<file path="src/rtl/vga_bounce_renderer_if.sv">
// Pixel-stage bundle: timing-generator inputs plus run control in, registered RGB and delayed syncs out.
interface vga_bounce_renderer_if #(
   parameter int CW = 4
);
   logic          draw;
   logic          hs;
   logic          vs;
   logic [9:0]    x;
   logic [8:0]    y;
   logic          run;
   logic [CW-1:0] r;
   logic [CW-1:0] g;
   logic [CW-1:0] b;
   logic          hs_o;
   logic          vs_o;

   modport master (
      output draw, hs, vs, x, y, run,
      input  r, g, b, hs_o, vs_o
   );

   modport slave (
      input  draw, hs, vs, x, y, run,
      output r, g, b, hs_o, vs_o
   );
endinterface

</file>
<file path="src/rtl/vga_bounce_renderer.sv">
// Checkerboard background with a bouncing solid box; the box position only
// advances on the falling edge of vsync, so every frame shows one position.
module vga_bounce_renderer #(
   parameter int H_RES      = 640,
   parameter int V_RES      = 480,
   parameter int BOX        = 32,
   parameter int STEP       = 2,
   parameter int TILE_SHIFT = 5,
   parameter int CW         = 4,
   parameter int INIT_X     = 0,
   parameter int INIT_Y     = 0
) (
   input logic                  clk,
   input logic                  rst,
   vga_bounce_renderer_if.slave vga
);
   localparam logic [10:0] X_MAX  = 11'(H_RES - BOX);
   localparam logic [10:0] Y_MAX  = 11'(V_RES - BOX);
   localparam logic [10:0] STEP11 = 11'(STEP);
   localparam logic [10:0] BOX11  = 11'(BOX);

   logic        vs_q;
   logic        tick;
   logic [10:0] box_x, box_y;
   logic        dir_x, dir_y;
   logic [10:0] box_x_nxt, box_y_nxt;
   logic        dir_x_nxt, dir_y_nxt;
   logic [10:0] px, py;
   logic        in_box;
   logic        tile;

   assign tick = vs_q & ~vga.vs & vga.run;

   // 11-bit sums keep box_x+STEP and box_x+BOX from wrapping near the edges
   always_comb begin
      box_x_nxt = box_x;
      dir_x_nxt = dir_x;
      box_y_nxt = box_y;
      dir_y_nxt = dir_y;
      if (dir_x) begin
         if (box_x + STEP11 >= X_MAX) begin
            box_x_nxt = X_MAX;
            dir_x_nxt = 1'b0;
         end else begin
            box_x_nxt = box_x + STEP11;
         end
      end else begin
         if (box_x <= STEP11) begin
            box_x_nxt = '0;
            dir_x_nxt = 1'b1;
         end else begin
            box_x_nxt = box_x - STEP11;
         end
      end
      if (dir_y) begin
         if (box_y + STEP11 >= Y_MAX) begin
            box_y_nxt = Y_MAX;
            dir_y_nxt = 1'b0;
         end else begin
            box_y_nxt = box_y + STEP11;
         end
      end else begin
         if (box_y <= STEP11) begin
            box_y_nxt = '0;
            dir_y_nxt = 1'b1;
         end else begin
            box_y_nxt = box_y - STEP11;
         end
      end
   end

   assign px     = {1'b0, vga.x};
   assign py     = {2'b00, vga.y};
   assign in_box = (px >= box_x) && (px < box_x + BOX11) &&
                   (py >= box_y) && (py < box_y + BOX11);
   assign tile   = vga.x[TILE_SHIFT] ^ vga.y[TILE_SHIFT];

   always_ff @(posedge clk) begin
      if (rst) begin
         vs_q  <= 1'b1;
         box_x <= 11'(INIT_X);
         box_y <= 11'(INIT_Y);
         dir_x <= 1'b1;
         dir_y <= 1'b1;
      end else begin
         vs_q <= vga.vs;
         if (tick) begin
            box_x <= box_x_nxt;
            box_y <= box_y_nxt;
            dir_x <= dir_x_nxt;
            dir_y <= dir_y_nxt;
         end
      end
   end

   // pixel colour uses the box position held before this edge
   always_ff @(posedge clk) begin
      if (rst) begin
         vga.r    <= '0;
         vga.g    <= '0;
         vga.b    <= '0;
         vga.hs_o <= 1'b1;
         vga.vs_o <= 1'b1;
      end else begin
         vga.hs_o <= vga.hs;
         vga.vs_o <= vga.vs;
         if (!vga.draw) begin
            vga.r <= '0;
            vga.g <= '0;
            vga.b <= '0;
         end else if (in_box) begin
            vga.r <= '1;
            vga.g <= '1;
            vga.b <= '1;
         end else if (tile) begin
            vga.r <= '0;
            vga.g <= '0;
            vga.b <= {1'b0, {(CW-1){1'b1}}};
         end else begin
            vga.r <= '0;
            vga.g <= '0;
            vga.b <= '0;
         end
      end
   end
endmodule

</file>
<file path="src/flat_wrapper.sv">
// flat-port wrapper written by rule: the top's interface ports become plain ports
module vga_bounce_renderer_flat 
#(
   parameter int H_RES      = 640,
   parameter int V_RES      = 480,
   parameter int BOX        = 32,
   parameter int STEP       = 2,
   parameter int TILE_SHIFT = 5,
   parameter int CW         = 4,
   parameter int INIT_X     = 0,
   parameter int INIT_Y     = 0
)
  (clk, rst, vga_draw, vga_hs, vga_vs, vga_x, vga_y, vga_run, vga_r, vga_g, vga_b, vga_hs_o, vga_vs_o);
  vga_bounce_renderer_if #(.CW(CW)) vga_i ();
  input logic clk;
  input logic rst;
  input wire logic [$bits(vga_i.draw)-1:0] vga_draw;
  input wire logic [$bits(vga_i.hs)-1:0] vga_hs;
  input wire logic [$bits(vga_i.vs)-1:0] vga_vs;
  input wire logic [$bits(vga_i.x)-1:0] vga_x;
  input wire logic [$bits(vga_i.y)-1:0] vga_y;
  input wire logic [$bits(vga_i.run)-1:0] vga_run;
  output wire logic [$bits(vga_i.r)-1:0] vga_r;
  output wire logic [$bits(vga_i.g)-1:0] vga_g;
  output wire logic [$bits(vga_i.b)-1:0] vga_b;
  output wire logic [$bits(vga_i.hs_o)-1:0] vga_hs_o;
  output wire logic [$bits(vga_i.vs_o)-1:0] vga_vs_o;
  assign vga_i.draw = vga_draw;
  assign vga_i.hs = vga_hs;
  assign vga_i.vs = vga_vs;
  assign vga_i.x = vga_x;
  assign vga_i.y = vga_y;
  assign vga_i.run = vga_run;
  assign vga_r = vga_i.r;
  assign vga_g = vga_i.g;
  assign vga_b = vga_i.b;
  assign vga_hs_o = vga_i.hs_o;
  assign vga_vs_o = vga_i.vs_o;
  vga_bounce_renderer #(.H_RES(H_RES), .V_RES(V_RES), .BOX(BOX), .STEP(STEP), .TILE_SHIFT(TILE_SHIFT), .CW(CW), .INIT_X(INIT_X), .INIT_Y(INIT_Y)) u_core (.clk(clk), .rst(rst), .vga(vga_i));
endmodule
</file>
<file path="config.mk">
export PLATFORM = sky130hd
export DESIGN_NAME = vga_bounce_renderer_flat
export DESIGN_NICKNAME = d
export VERILOG_FILES = /design/src/rtl/vga_bounce_renderer_if.sv /design/src/rtl/vga_bounce_renderer.sv /design/src/flat_wrapper.sv
export SDC_FILE = /design/constraint.sdc
export NUM_CORES = 1
export LEC_CHECK = 0
export ABC_AREA = 1
export CAP_MARGIN = 20
export CORE_MARGIN = 8
export CORE_UTILIZATION = 51
export CTS_CLUSTER_SIZE = 16
export DETAILED_ROUTE_END_ITERATION = 6
export GPL_TIMING_DRIVEN = 0
export PLACE_DENSITY = 0.78
export SLEW_MARGIN = 0
export SYNTH_ARGS = -nofsm -noshare
export SYNTH_HDL_FRONTEND = slang
export SYNTH_SLANG_ARGS = --single-unit
</file>
<file path="constraint.sdc">
create_clock -name clk -period 1.8 [get_ports clk]
set_input_delay 0.36 -clock clk [delete_from_list [all_inputs] [get_ports clk]]
set_output_delay 0.36 -clock clk [all_outputs]
set_load 0.01 [all_outputs]
</file>
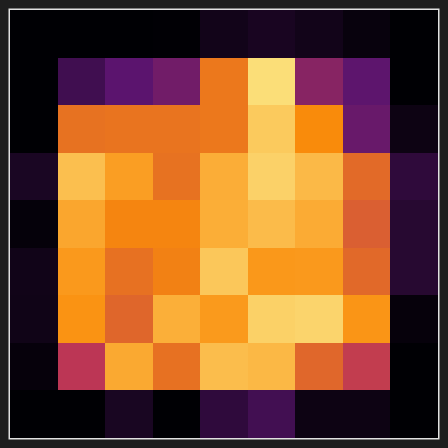
Figure 1: cell density map.
9 x 9 tiles, from black (low) to pale yellow (high), 0 to 100% covered.
fullest tile: 93%
nearly empty tiles: 20%
densest ninth of the die: centre
tiles over 75% full: 30%
mean over tiles: 44%
area of the core: 0.00547 mm2
initial cell density of the core: 52.4%
utilization after layout: 67.9%

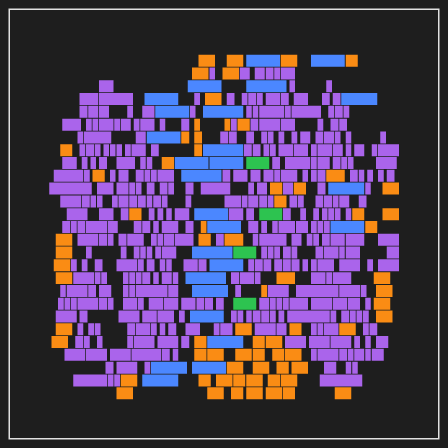
Figure 2: cells coloured by class.
legend:
  clock drivers and dummy loads:
    colour: green
    cells: 4
    share_of_their_area: 1.5%
  remaining logic cells:
    colour: purple
    cells: 383
    share_of_their_area: 67%
  sequential cells:
    colour: blue
    cells: 26
    share_of_their_area: 15%
  remaining buffers and delay cells:
    colour: orange
    cells: 70
    share_of_their_area: 17%
placement row count: 27
design area: 0.00372 mm2
fraction of area in registers: 14.8%

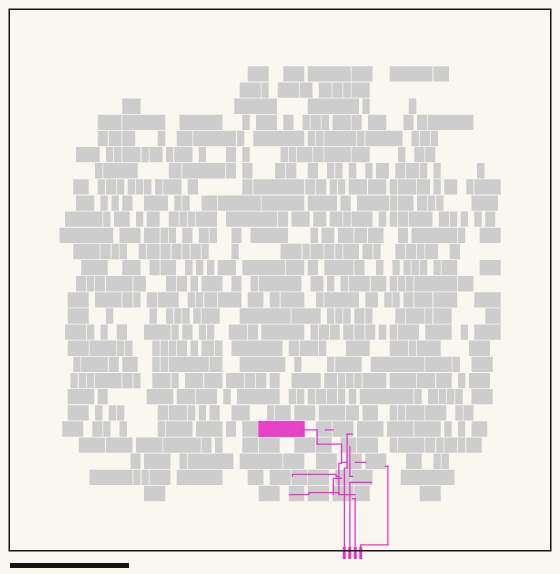
Figure 3: wires at chosen ports, followed through buffers.
Scale bar: 20 um.
legend:
  `vga_r`:
    colour: magenta
    direction: output
    edge: bottom
    end_cells: 1
    buffers: 8
    wire: 116 um
number of input and output port buffers inserted: 36
I/O pin count: 39

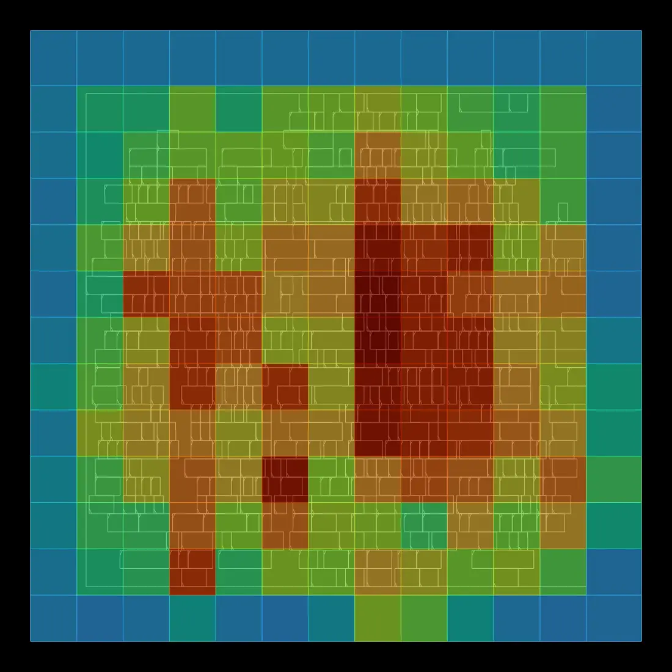
Figure 4: routing congestion.
busiest grt layer: met2
drt wl/cell: 14.3 um
Global Route met1 Usage: 21.0%
global-route total usage across every layer: 18.5%

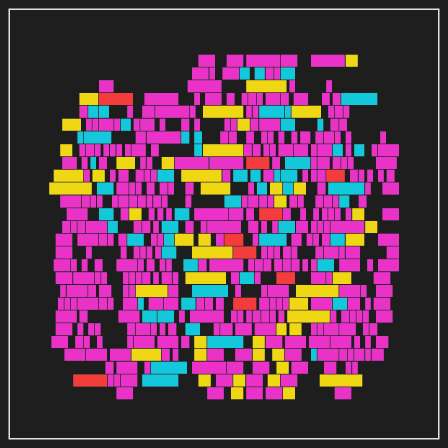
Figure 5: cells by drive strength.
legend:
  x3 and x4:
    colour: yellow
    cells: 47
  x1 and smaller:
    colour: magenta
    cells: 372
  x2:
    colour: cyan
    cells: 55
  x6 and larger:
    colour: red
    cells: 9
synthesis-to-layout area growth: 29.5%
least setup slack across all paths after layout: 0.00426 ns

## state kept, by name, indices dropped and copies added (netlist names)
signal and count:
u_core.vga.r 1, u_core.dir_x 1, u_core.box_y 10, u_core.vga.b 1, u_core.dir_y 1, u_core.vga.hs_o 1
u_core.vs_q 1, u_core.box_x 10
## power groups by stage
stage          Clock [W]  Sequential [W]  Combinational (W)
6_report        0.000393        0.000649           0.000810
5_1_grt         0.000416        0.000654           0.000903
4_1_cts         0.000396        0.000644           0.000738
3_5_place_dp           0        0.000667           0.000695
3_3_place_gp           0        0.000666           0.000678
2_1_floorplan          0        0.000657           0.000496
## final timing paths
check | start | to | slack (ns) | cells past startpoint
worst max-delay path | u_core.box_x[6]$_SDFFE_PP0P_ | u_core.vga.b[2]$_SDFF_PP0_ | 0.004 | 10
worst min-delay path | u_core.box_y[2]$_SDFFE_PP0P_ | u_core.box_y[2]$_SDFFE_PP0P_ | 0.52 | 2
worst max register to register | u_core.box_x[6]$_SDFFE_PP0P_ | u_core.vga.b[2]$_SDFF_PP0_ | 0.004 | 10
worst min register to register | u_core.box_y[2]$_SDFFE_PP0P_ | u_core.box_y[2]$_SDFFE_PP0P_ | 0.52 | 2
## cells by family (layout without fill, tap and decap cells)
logic type / count (synthesis) / count (layout) / synth area share (%)
adder cells (fa/ha/maj): 36 / 36 / 15.7
XOR/XNOR: 21 / 21 / 6.41
buffers and inverters: 80 / 133 / 12.4
AND/OR/NAND/NOR: 191 / 191 / 32.8
AND-OR/OR-AND: 76 / 76 / 14.6
flip-flops: 26 / 26 / 18.1
## worst min-delay path: cells and delay by family, from the launching register on
family	cells	cell delay, ns
and+or+nand+nor	1	0.07
AOI/OAI and AO/OA	1	0.06
DFF	1	0.36
## repair_timing
action                                  CTS  global route
gates resized                            19            54
hold buffers                              0             0
endpoints found under the setup margin   29            23
setup buffers                             8             5
pin swaps                                 3            15
## cells in the mapped netlist (3+ instances only)
master    instances  area share, %
nand2_2           3           0.65
xor2_1           18            5.5
a21oi_2           4            1.2
inv_2             4           0.52
dfxtp_1          26             18
a21oi_1          35            6.1
o21ai_0          24            4.2
clkbuf_1          4           0.52
nor3_1            5           0.87
nand4_1           9            2.0
nor2_1           31            4.1
nand2_1          92             12
buf_4            14            3.7
xnor2_1           3           0.92
nand3_1          30            5.2
nand3b_1          3           0.78
nand3_2           4            1.4
inv_1            53            6.9
a31oi_1           4           0.87
ha_1             36             16
## per-stage QoR
| step | setup TNS [ns] | std cells | setup slack, ns | power (W) |
|---|---|---|---|---|
| global placement | -5.52 | 538 | -0.370 | 0.00134 |
| CTS | -0.0228 | 550 | -0.0228 | 0.00178 |
| detailed placement | -5.65 | 538 | -0.367 | 0.00136 |
| floorplan | 0 | 430 | 0.0212 | 0.00115 |
| finish | 0 | 555 | 0.00426 | 0.00185 |
| global route | -0.332 | 555 | -0.125 | 0.00197 |
## metal layers
metal / vias up / GRT usage [%]
li1: 1508 / -
met1: 1355 / 21.0
met2: 75 / 33.9
met3: 15 / 2.63
met4: 0 / 7.50
met5: - / 0
==> run_summary.xml <==
<?xml version="1.0" encoding="UTF-8"?>
<metrics>
  <group name="final_layout">
    <metric name="sh_comb_area" unit="%">59.0</metric>
    <metric name="non_clock_buffer_share_of_cell_area" unit="%">16.3</metric>
    <metric name="diodes" unit="">0</metric>
    <metric name="final.signal_inverter_count" unit="">59</metric>
    <metric name="filler_cell_count" unit="">496</metric>
    <metric name="nFlopsAndLatches" unit="">26</metric>
    <metric name="clk_share" unit="%">1.48</metric>
    <metric name="area_dominant_class" unit="">combinational gates</metric>
    <metric name="nonClockBufferCount" unit="">70</metric>
    <metric name="layout-drive-gt1-share" unit="%">23.0</metric>
    <metric name="lay_top_cells" unit="">nand2_1 (84), inv_1 (49), clkdlybuf4s50_1 (36)</metric>
    <metric name="multiInputGateArea" unit="mm2">0.00219</metric>
    <metric name="clkbuf_count" unit="">4</metric>
    <metric name="total_nets_final" unit="">545</metric>
  </group>
  <group name="clock_tree">
    <metric name="clock_tree.htree_level_count" unit="">1</metric>
    <metric name="cts.reportedPaths.clkPinSlew" unit="ns">0.09</metric>
    <metric name="number_of_buffers_created_by_cts" unit="">3</metric>
    <metric name="clock_sinks" unit="">26</metric>
  </group>
  <group name="power">
    <metric name="power_frac_comb" unit="%">43.7</metric>
    <metric name="p_leak" unit="nW">1.68</metric>
    <metric name="power_density" unit="mW/mm2">498</metric>
    <metric name="power.switching_fraction" unit="%">38.2</metric>
    <metric name="intPower" unit="W">0.00114</metric>
    <metric name="power.net_switching" unit="W">0.000707</metric>
    <metric name="max-vdd-ir-drop" unit="mV">0.284</metric>
  </group>
  <group name="drt">
    <metric name="wl_met3" unit="um">362</metric>
    <metric name="detail_route.drc_violations" unit="">0</metric>
    <metric name="detail_route.iter0.violations" unit="">178</metric>
    <metric name="highest_layer" unit="">met4</metric>
    <metric name="num_vias" unit="">2953</metric>
    <metric name="met2_length" unit="um">4130</metric>
  </group>
  <group name="hold_path">
    <metric name="min-delay-path-class" unit="">reg2reg</metric>
  </group>
  <group name="status">
    <metric name="outcome" unit="">finished clean</metric>
  </group>
  <group name="worst_setup_path">
    <metric name="worst-path-max-fanout" unit="">3</metric>
    <metric name="crit_path_cell_trace" unit="">buf_6 &gt; ha_4 &gt; nand3_2 &gt; xor2_1 &gt; ha_1 &gt; nand3_1 &gt; nor2_1 &gt; nor2_1 &gt; nand2_1 &gt; o21bai_1</metric>
    <metric name="timing_worst_setup_path_type" unit="">reg2reg</metric>
    <metric name="critPathMostFrequentCell" unit="">nor2_1</metric>
    <metric name="critPathMaxStageDelay" unit="ns">0.39</metric>
    <metric name="path_delay_family" unit="">simple AND/OR/NAND/NOR gates</metric>
    <metric name="setup.worst_path.end_class" unit="">flip-flop</metric>
    <metric name="worst-endpoint-required" unit="ns">2.01</metric>
    <metric name="crit_arrival" unit="ns">2.01</metric>
    <metric name="setup.worst_path.start_class" unit="">flip-flop</metric>
  </group>
  <group name="synth">
    <metric name="enable_flop_cells" unit="">0</metric>
    <metric name="synth_flop_count" unit="">26</metric>
    <metric name="syn_nets" unit="">491</metric>
    <metric name="synth-seq-area-share" unit="%">18.1</metric>
    <metric name="synthesis.area" unit="mm2">0.00287</metric>
    <metric name="yosys_area" unit="mm2">0.00287</metric>
    <metric name="netlist_instances" unit="">430</metric>
    <metric name="ys_cells" unit="">430</metric>
  </group>
  <group name="job">
    <metric name="cap_violations" unit="">0</metric>
    <metric name="tool_warnings" unit="">38</metric>
  </group>
  <group name="sta">
    <metric name="whs" unit="ns">0.519</metric>
    <metric name="grt_setup_unrepaired" unit="">yes</metric>
    <metric name="timing.final.hold_violations" unit="">0</metric>
    <metric name="tightestPinTransition" unit="ns">0.567</metric>
    <metric name="finClkSkew" unit="ns">0.00235</metric>
    <metric name="timing.final.crit_share" unit="%">99.8</metric>
    <metric name="maxClockFrequency" unit="MHz">557</metric>
    <metric name="max-slew-margin-rel" unit="%">62.2</metric>
  </group>
  <group name="global_route">
    <metric name="initial_antenna_violation_count" unit="">0</metric>
    <metric name="first_global_vias" unit="">2917</metric>
  </group>
  <group name="floorplan">
    <metric name="floorplan.die.width" unit="um">91.0</metric>
    <metric name="design.die.area" unit="mm2">0.00828</metric>
    <metric name="num_tap_cells" unit="">72</metric>
  </group>
</metrics>
Power and IR drop assume default switching activity.
